layer_met1.png
Supply wires on this layer in gray.
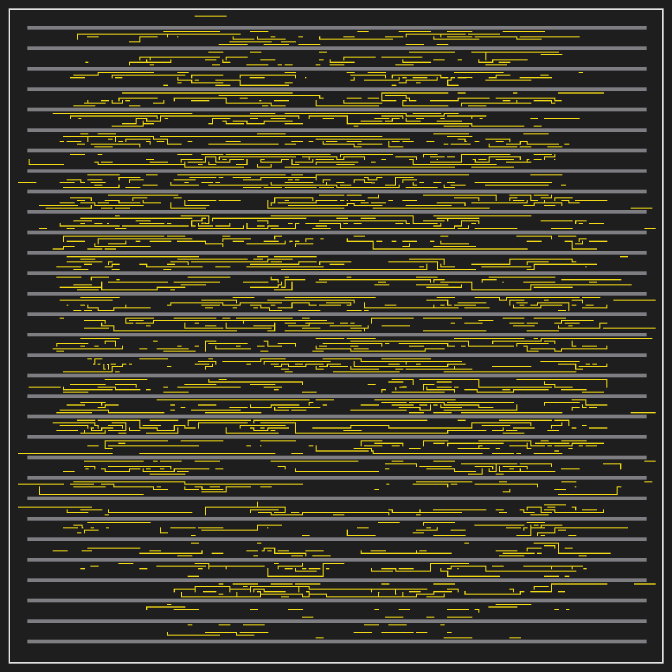
placement_by_type.png
The bar under the picture is 20 um long. Fill, decap, tap and diode cells in gray.
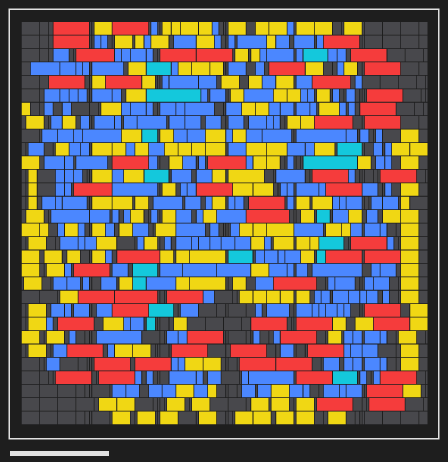
<file path="config.mk">
export PLATFORM = sky130hd
export DESIGN_NAME = fetch_unit
export DESIGN_NICKNAME = d
export VERILOG_FILES = /design/src/rtl/hard3_pkg.sv /design/src/rtl/fetch_unit.sv
export SDC_FILE = /design/constraint.sdc
export NUM_CORES = 1
export LEC_CHECK = 0
export CAP_MARGIN = 0
export CORE_MARGIN = 2
export CORE_UTILIZATION = 42
export DETAILED_ROUTE_END_ITERATION = 8
export PLACE_DENSITY = 0.76
export SYNTH_ARGS = -nofsm -noshare
export SYNTH_HDL_FRONTEND = slang
export SYNTH_SLANG_ARGS = --single-unit
</file>
<file path="constraint.sdc">
create_clock -name clk -period 1.9 [get_ports clk]
set_input_delay 0.38 -clock clk [delete_from_list [all_inputs] [get_ports clk]]
set_output_delay 0.38 -clock clk [all_outputs]
set_load 0.01 [all_outputs]
</file>
<file path="src/rtl/hard3_pkg.sv">
// Shared definitions for the instruction-fetch front end.
//   ADDR_W / INSTR_W : address and instruction widths
//   addr_t / instr_t : convenience types for those widths
//   state_e          : fetch control state (running or halted)
//   DEF_*            : default reset PC, bubble and halt encodings
package hard3_pkg;

  localparam int ADDR_W  = 12;
  localparam int INSTR_W = 16;
  localparam int COUNT_W = 16;

  typedef logic [ADDR_W-1:0]  addr_t;
  typedef logic [INSTR_W-1:0] instr_t;
  typedef logic [COUNT_W-1:0] count_t;

  typedef enum logic {
    S_RUN  = 1'b0,
    S_HALT = 1'b1
  } state_e;

  localparam addr_t  DEF_RESET_PC   = 12'h000;
  localparam instr_t DEF_NOP_INSTR  = 16'h0000;
  localparam instr_t DEF_HALT_INSTR = 16'hC0F0;

endpackage

</file>
<file path="src/rtl/fetch_unit.sv">
// Instruction-fetch front end: holds the fetch PC, drives a synchronous
// instruction memory and registers each returned word into the decode (D)
// stage. A taken branch (computed externally from pc/instr) redirects fetch
// and costs exactly one bubble. Fetching stops for good on HALT_INSTR.
//
// Ports
//   clk        in   rising-edge clock for all state
//   rst        in   synchronous active-high reset, overrides everything
//   stall      in   downstream cannot take D this cycle; hold D and F
//   jflag      in   branch taken for the current D instruction
//   jdest      in   branch target for the current D instruction
//   imem_addr  out  memory read address (combinational), sampled at clk edge
//   imem_rdata in   memory data for the address sampled at the previous edge
//   pc         out  address of the D-stage instruction
//   instr      out  D-stage instruction (NOP_INSTR when not valid)
//   valid      out  pc/instr hold a real instruction
//   halted     out  HALT_INSTR accepted; fetch stopped
//   icount     out  accepted D instructions, wraps at 16 bits
module fetch_unit
  import hard3_pkg::*;
#(
  parameter addr_t  RESET_PC   = DEF_RESET_PC,
  parameter instr_t NOP_INSTR  = DEF_NOP_INSTR,
  parameter instr_t HALT_INSTR = DEF_HALT_INSTR
) (
  input  logic   clk,
  input  logic   rst,
  input  logic   stall,
  input  logic   jflag,
  input  addr_t  jdest,
  output addr_t  imem_addr,
  input  instr_t imem_rdata,
  output addr_t  pc,
  output instr_t instr,
  output logic   valid,
  output logic   halted,
  output count_t icount
);

  // fpc_q is the address whose data is currently on imem_rdata.
  state_e state_q,  state_d;
  addr_t  fpc_q,    fpc_d;
  addr_t  pc_q,     pc_d;
  instr_t instr_q,  instr_d;
  logic   valid_q,  valid_d;
  logic   halted_q, halted_d;
  count_t icount_q, icount_d;

  addr_t  fpc_inc;
  logic   accept;
  logic   taken;
  logic   halt_hit;

  // Address arithmetic is modulo 2^ADDR_W; FFF+1 wraps to 000 by truncation.
  assign fpc_inc  = fpc_q + addr_t'(1);
  assign accept   = valid_q & ~stall & (state_q == S_RUN);
  // jflag is only meaningful for a real instruction leaving D this cycle.
  assign taken    = accept & jflag;
  assign halt_hit = accept & (instr_q == HALT_INSTR);

  // Under stall the memory re-reads fpc so the in-flight word is still on
  // imem_rdata when the stall releases.
  always_comb begin
    if (rst)                      imem_addr = RESET_PC;
    else if (state_q == S_HALT)   imem_addr = fpc_q;
    else if (taken)               imem_addr = jdest;
    else if (stall)               imem_addr = fpc_q;
    else                          imem_addr = fpc_inc;
  end

  always_comb begin
    // NOTE: every next-state variable gets a hold default first, so no path
    // through the branches below can infer a latch.
    state_d  = state_q;
    fpc_d    = fpc_q;
    pc_d     = pc_q;
    instr_d  = instr_q;
    valid_d  = valid_q;
    halted_d = halted_q;
    icount_d = icount_q;

    if (accept) begin
      icount_d = icount_q + count_t'(1);
    end

    if (state_q == S_RUN && !stall) begin
      if (halt_hit) begin
        // Halt wins over a simultaneous branch; fpc/pc freeze from here on.
        state_d  = S_HALT;
        halted_d = 1'b1;
        valid_d  = 1'b0;
        instr_d  = NOP_INSTR;
      end else if (taken) begin
        // Squash the word in flight; the target arrives one edge later.
        valid_d  = 1'b0;
        instr_d  = NOP_INSTR;
        fpc_d    = jdest;
      end else begin
        pc_d     = fpc_q;
        instr_d  = imem_rdata;
        valid_d  = 1'b1;
        fpc_d    = fpc_inc;
      end
    end
  end

  always_ff @(posedge clk) begin
    // NOTE: state registers use non-blocking assignment so every register
    // samples the pre-edge values regardless of statement order.
    if (rst) begin
      state_q  <= S_RUN;
      fpc_q    <= RESET_PC;
      pc_q     <= RESET_PC;
      instr_q  <= NOP_INSTR;
      valid_q  <= 1'b0;
      halted_q <= 1'b0;
      icount_q <= '0;
    end else begin
      state_q  <= state_d;
      fpc_q    <= fpc_d;
      pc_q     <= pc_d;
      instr_q  <= instr_d;
      valid_q  <= valid_d;
      halted_q <= halted_d;
      icount_q <= icount_d;
    end
  end

  assign pc     = pc_q;
  assign instr  = instr_q;
  assign valid  = valid_q;
  assign halted = halted_q;
  assign icount = icount_q;

endmodule
</file>
==> flow_summary.yaml <==
# generated from flow reports
placed_design:
  port_buffers: 89
  dp_hpwl_mm: 6.27
  place_ws_ps: -964
power:
  pwr-share-comb_pct: 17.0
  p_leak_nw: 1.99
  seqPwrFrac_pct: 41.8
  powerComb_w: 0.000523
  max-vdd-ir-drop_mv: 0.338
  p_sw_share_pct: 26.6
  clk-power_w: 0.00127
  pwr_density_cell_nw_per_um2: 603
  p_int_w: 0.00226
  clkPwrFrac_pct: 41.2
cts:
  cts_inserted_buffers: 9
  clk_path_buf_depth: 2
  cts_tree: "yes"
  clkTransAtPathRegs_ps: 70
  postCtsResizedCells: 109
  cts_hold_buf: 0
  postCtsSetupRepairBufs: 22
logic_synthesis:
  numSynthFlops: 58
  ys_cells: 354
  edf_count: 0
  ys_sh_simple_pct: 25.8
  fa_ha_area_share_pct: 0.871
  syn-cell-area_um2: 2870
  ys_seq_share_pct: 40.4
  post-synth-top-count-cell: "dfxtp_1"
  synthTopCellsByCount: "dfxtp_1 (58), nand2_1 (50), nor2_1 (48), a21oi_1 (33), a22oi_1 (19)"
  synth.top_cell.area_share_pct: 40.4
  aoi_share_pct: 21.3
  async_reset_ff_share_pct: 0
  mux_share_pct: 0.697
  avgSynthCellArea_um2: 8.11
  yosysTopAreaCell: "dfxtp_1"
  synth_nets: 388
  yosysWarnings: 0
  yosys-stat-area_um2: 2870
  synth_cells: 354
  top_cells_by_area: "dfxtp_1 (40%), nand2_1 (6.5%), nor2_1 (6.3%), a21oi_1 (5.8%), a22oi_1 (5.0%)"
grt:
  grt_max_degree: 29
  grt_pass1_wl_mm: 16.9
  grt_usage_pct: 29.3
  grt_antenna_before_repair: 0
critical_path:
  crit_type: "flop to output pin"
  cpMaxStageDelayCell: "dfxtp_4"
  reg2reg_depth: 8
  crit_required_ps: 1520
  end_kind: "output pin"
  cp_num_cells: 7
  cp_num_buf_inv: 2
  cp_cell_sequence: "nand4_1 > buf_4 > or2_4 > o41ai_4 > a2bb2oi_2 > nor2_1 > buf_2"
  rrSetupSlack_ps: 40
status:
  failed_checks: "setup timing"
  status: "complete, but fails checks"
drt:
  wl_mm: 11.2
  drt_iter0_drc: 283
  post_drt_wl_per_cell_um: 18.5
  drc: 0
  antenna_left: 0
sta:
  setup_viol: 12
  finalClockSkew_ps: 6.89
  fin_ws_ps: -523
  max_freq_ghz: 0.413
  period_used_pct: 128
  worst_pin_slew_ps: 333
  slew-limit-headroom_pct: 77.5
  timing.hold.ws_ps: 340
cells_and_area:
  antenna_cells: 0
  drive_gt1_share_pct: 36.1
  layout_top_cells: "clkdlybuf4s50_1 (74), buf_4 (64), dfxtp_1 (49), nand2_1 (48), nor2_1 (45)"
  syn_to_final_growth_pct: 77.7
  layout_top_cell: "clkdlybuf4s50_1"
run:
  maxCapViolCount: 0
  warnings: 28
floorplan:
  fp_util_pct: 42.7
  chip_area_um2: 7510
  die_h_um: 86.7
min_path:
  min_path_cells: 2
Notes on layer_met1.png above:
main direction: horizontal
nets with wire on the layer: 501
grt met1 use: 35.3%
Via Count: 3538

Notes on placement_by_type.png above:
legend:
  red:
    class: flops
    cells: 58
    share_of_their_area: 24%
  blue:
    class: combinational and other logic
    cells: 274
    share_of_their_area: 40%
  yellow:
    class: other buffers and delay cells
    cells: 178
    share_of_their_area: 32%
  cyan:
    class: clock drivers and dummy loads
    cells: 16
    share_of_their_area: 4.4%
Finished Cell Area: 5100 um^2
Seq/total area: 23.2%
Core Area: 6720 um^2
site row count: 30
Final Util: 76.0%

metrics by stage:
step                TNS [ps]  std cells
CTS                    -3680        600
detailed placement    -32700        559
finish                 -4330        606
global placement      -31280        559
global route           -5250        606
floorplan                  0        354
registers in the layout, indices dropped and copies added (netlist names):
signal  flops
fpc_q      12
pc         12
halted      1
icount     16
valid       1
instr      16
metal layers:
metal	share of wire [%]	up-vias	track usage, %
li1	-	1600	-
met1	39	1649	35.3
met5	0	-	0
met3	7.9	66	7.90
met2	47	223	45.6
met4	6.0	0	19.7
cell type report:
class | count | area, um^2
clock buffers | 9 | 124
clock inverters | 7 | 93.8
fillers | 447 | 1620
inverters | 4 | 15.0
multi-input cells | 270 | 1980
flip-flops and latches | 58 | 1180
well taps | 80 | 100
repair buffers | 178 | 1610
No activity file was given, so power comes from the tool's default toggle rates.
